Figure 1. The clock network.
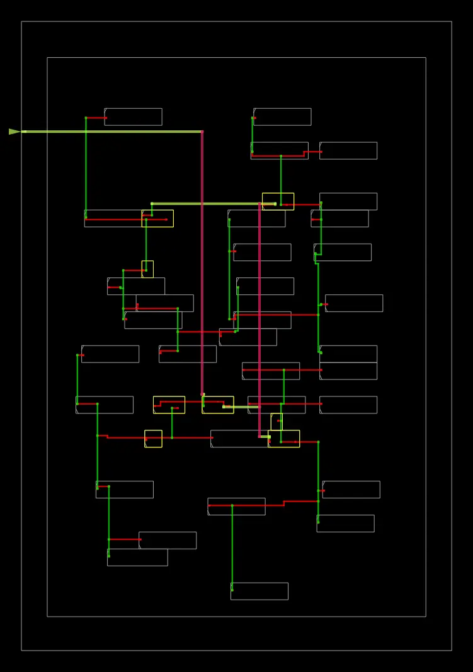
Figure 2. Metal layers overlaid.
Drawn at 4 px/um.
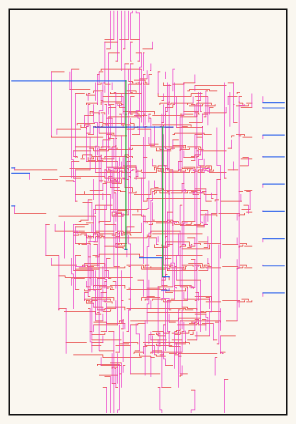
Figure 3. Sequential cells colored by netlist name.
Drawn at 4 px/um. Other sequential cells in the stronger gray, the rest of the logic in the fainter gray.
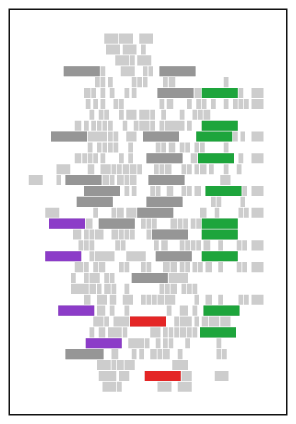
Figure 4. PDN straps and rails.
Drawn at 4 px/um. Pins as bars on the die edge. Tap cells in gray.
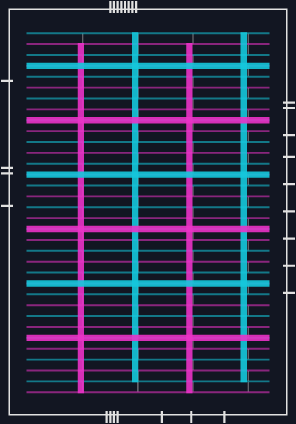
Figure 5. Local utilization.
Drawn at 4 px/um. 7 x 10 tiles, from white (low) to dark blue (high), 0 to 100% covered.
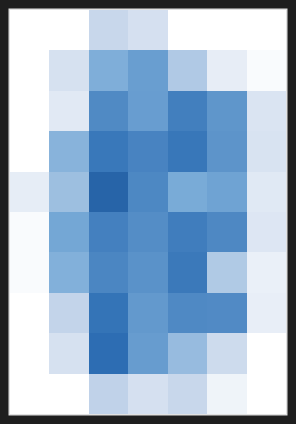
<file path="src/rtl/and_or_pipe.sv">
// and_or_pipe: registered AND/OR(/XOR) unit with valid/ready handshake, 2-entry output FIFO and burst accumulate
// Ports: clk, rst (async, active-high); input side in_valid_i/in_ready_o, a_i, b_i, do_and_i, do_or_i,
// do_xor_i (only with AND_OR_XOR_EN), acc_mode_i, in_last_i; output side out_valid_o/out_ready_i,
// out_o, is_and_o, is_err_o, beat_count_o presenting the FIFO head (all zero when empty).
// Macro AND_OR_XOR_EN adds the do_xor_i port and XOR as a third op.
module and_or_pipe #(
  parameter int WIDTH = 4,
  parameter int CNT_W = 4
) (
  input  logic             clk,
  input  logic             rst,
  input  logic             in_valid_i,
  output logic             in_ready_o,
  input  logic [WIDTH-1:0] a_i,
  input  logic [WIDTH-1:0] b_i,
  input  logic             do_and_i,
  input  logic             do_or_i,
`ifdef AND_OR_XOR_EN
  input  logic             do_xor_i,
`endif
  input  logic             acc_mode_i,
  input  logic             in_last_i,
  output logic             out_valid_o,
  input  logic             out_ready_i,
  output logic [WIDTH-1:0] out_o,
  output logic             is_and_o,
  output logic             is_err_o,
  output logic [CNT_W-1:0] beat_count_o
);
  typedef struct packed {
    logic [WIDTH-1:0] val;
    logic             is_and;
    logic             is_err;
    logic [CNT_W-1:0] cnt;
  } entry_t;
  typedef enum logic [1:0] {EMPTY, ONE, FULL} state_t;
  state_t state_q, state_d;
  entry_t head_q, head_d, tail_q, tail_d, new_e;
  logic [WIDTH-1:0] acc_q, acc_d, single_v, step_v, fold_v;
  logic [CNT_W-1:0] cnt_q, cnt_d, fold_cnt;
  logic err_q, err_d, open_q, open_d, fold_err, in_ready_q;
  logic do_xor, beat_err, beat_and, accept, push, pop;
`ifdef AND_OR_XOR_EN
  assign do_xor = do_xor_i;
`else
  assign do_xor = 1'b0;
`endif
  assign beat_err = (do_and_i & do_or_i) | (do_and_i & do_xor) | (do_or_i & do_xor);
  assign beat_and = do_and_i & ~do_or_i & ~do_xor;
  // the registered ready is forced low while reset is held
  assign in_ready_o = in_ready_q & ~rst;
  assign accept = in_valid_i & in_ready_o;
  assign push = accept & (~acc_mode_i | in_last_i);
  assign out_valid_o = state_q != EMPTY;
  assign pop = out_valid_o & out_ready_i;
  assign out_o = out_valid_o ? head_q.val : '0;
  assign is_and_o = out_valid_o & head_q.is_and;
  assign is_err_o = out_valid_o & head_q.is_err;
  assign beat_count_o = out_valid_o ? head_q.cnt : '0;
  always_comb begin
    single_v = beat_err ? '0 : do_and_i ? a_i & b_i : do_or_i ? a_i | b_i : do_xor ? a_i ^ b_i : a_i;
    step_v = beat_err ? '0 : do_and_i ? acc_q & a_i : do_or_i ? acc_q | a_i : do_xor ? acc_q ^ a_i : acc_q;
    fold_v = open_q ? step_v : a_i;
    fold_err = beat_err | (open_q & err_q);
    fold_cnt = !open_q ? CNT_W'(1) : &cnt_q ? cnt_q : cnt_q + 1'b1;
    new_e.val = acc_mode_i ? (fold_err ? '0 : fold_v) : single_v;
    new_e.is_and = beat_and;
    new_e.is_err = acc_mode_i ? fold_err : beat_err;
    new_e.cnt = acc_mode_i ? fold_cnt : CNT_W'(1);
  end
  // single beats leave an open burst untouched; the last beat closes and clears it
  always_comb begin
    open_d = open_q;
    acc_d = acc_q;
    cnt_d = cnt_q;
    err_d = err_q;
    if (accept && acc_mode_i) begin
      open_d = ~in_last_i;
      acc_d = in_last_i ? '0 : fold_v;
      cnt_d = in_last_i ? '0 : fold_cnt;
      err_d = ~in_last_i & fold_err;
    end
  end
  always_comb begin
    state_d = state_q;
    head_d = head_q;
    tail_d = tail_q;
    case (state_q)
      EMPTY: if (push) begin
        state_d = ONE;
        head_d = new_e;
      end
      ONE: if (push && pop) head_d = new_e;
      else if (push) begin
        tail_d = new_e;
        state_d = FULL;
      end else if (pop) begin
        head_d = '0;
        state_d = EMPTY;
      end
      default: if (pop) begin
        head_d = tail_q;
        tail_d = '0;
        state_d = ONE;
      end
    endcase
  end
  always_ff @(posedge clk or posedge rst) begin
    if (rst) begin
      state_q <= EMPTY;
      head_q <= '0;
      tail_q <= '0;
      acc_q <= '0;
      cnt_q <= '0;
      err_q <= 1'b0;
      open_q <= 1'b0;
      in_ready_q <= 1'b1;
    end else begin
      state_q <= state_d;
      head_q <= head_d;
      tail_q <= tail_d;
      acc_q <= acc_d;
      cnt_q <= cnt_d;
      err_q <= err_d;
      open_q <= open_d;
      in_ready_q <= state_d != FULL;
    end
  end
endmodule

</file>
<file path="config.mk">
export PLATFORM = sky130hd
export DESIGN_NAME = and_or_pipe
export DESIGN_NICKNAME = d
export VERILOG_FILES = /design/src/rtl/and_or_pipe.sv
export SDC_FILE = /design/constraint.sdc
export NUM_CORES = 1
export LEC_CHECK = 0
export ABC_AREA = 1
export CORE_AREA = 4 4 65 97
export CTS_CLUSTER_DIAMETER = 120
export DETAILED_ROUTE_END_ITERATION = 12
export DIE_AREA = 0 0 69 101
export PLACE_DENSITY = 0.66
export SLEW_MARGIN = 5
export SYNTH_ARGS = -nofsm -noshare
export SYNTH_HDL_FRONTEND = slang
export SYNTH_SLANG_ARGS = --single-unit
</file>
<file path="constraint.sdc">
create_clock -name clk -period 1.9 [get_ports clk]
set_input_delay 0.285 -clock clk [delete_from_list [all_inputs] [get_ports clk]]
set_output_delay 0.285 -clock clk [all_outputs]
set_load 0.02 [all_outputs]
</file>
==> metrics.yaml <==
yosys-stat-area_um2: 1924
antenna_cells: 0
edf_count: 0
cts_tree: "yes"
flop_area_um2: 827.0
cts_buffers: 5
max-cap-violations: 0
initialDrtViolationCount: 36
tns_ps: 0
setup_viol: 0
p_seq_frac: 0.450
synthMuxAreaShare: 0
ys.flops: 33
max_slew.worst_pin.slew_ps: 420.1
busiest_layer: "met2"
common_cells: "nand2_1 (104), inv_1 (45), nor2_1 (42)"
ys_sh_simple: 0.3661
hold_ws_ps: 495.6
chipHeight_um: 101
worstSetupPathType: "reg -> out"
path_buffers: 2
cp-endpoint: "out_valid_o"
synthArstFlopShare: 1.000
pwr-share-clk: 0.247
status: "finished clean"
synthCells: 291
maxSlewHeadroom: 0.7199
tool_warnings: 26
met3_length_um: 111
finalCriticalPeriod_ps: 1805
place_ws_ps: 91.89
viasPerCell: 4.431
yosysUniqueCellTypes: 21
num_rows: 33
numPlacedInstances: 391
clk_latency_ps: 290
antenna_found_initial: 0
die_x_um: 69
ctsResizeCount: 10
drt_first_pass_iters: 4
place.gp.congestion: 0.7954
top_logic_kind: "simple AND/OR/NAND/NOR gates"
critPathRequiredTime_ps: 1620
fin_total_pwr_w: 0.002110
seq_area_frac: 0.3436
sh_comb_area: 0.3695
drive_above_1_share: 0.08207
ff_type: "dfrtp_1"
htreeDepth: 2
grt_pass1_vias: 1748
cp-start-kind: "flip-flop"
setup_ws_ps: 95.17
lay_top_cells: "nand2_1 (104), inv_1 (44), nor2_1 (42), dfrtp_1 (32), nand3_1 (23)"
wl_met1_mm: 1.703
grt_use_met1: 0.1284
synthAoiAreaFrac: 0.08713
largest_registers: "head_q (10), tail_q (10)"
dominant_cells: "logic gates"
ys_sh_xor: 0
path_cells: "nor2_4 -> inv_1 -> clkdlybuf4s50_1"
worstRegToRegCells: 6
ys_sh_adder: 0.006502
cp_max_fo: 6
rsz0062_at_grt: "no"
setup.worst_path.start: "state_q[0]$_DFF_PP0_"
-- Figure 1 (at the start) --
Clock Sinks: 33
P_clk: 0.000521 W
Fin Clk Skew: 6.665 ps

-- Figure 2 (at the start) --
| color | layer | wire length |
|---|---|---|
| magenta | met2 | 2,290 um |
| red | met1 | 1,700 um |
| green | met4 | 79.6 um |
| blue | met3 | 111 um |
drt total wl: 4.182 mm
DR WL/cell: 10.48 um
gr usage total: 0.1292
via count: 1,768

-- Figure 3 (at the start) --
| color | name in the netlist | placed flops |
|---|---|---|
| green | `head_q` | 10 |
| red | `state_q` | 2 |
| purple | `cnt_q` | 4 |
not colored: 17

-- Figure 4 (at the start) --
| color | net |
|---|---|
| magenta | VSS |
| cyan | VDD |
tap cells: 70
met5 straps: 6
met1 rails: 34
met4 straps: 4
signal pins: 28

-- Figure 5 (at the start) --
densest ninth of the die: center
fullest tile: 79%
emptiest ninth of the die: north-west
nearly empty tiles: 20%
tiles over 75% full: 2.9%

Power and IR drop assume default switching activity.
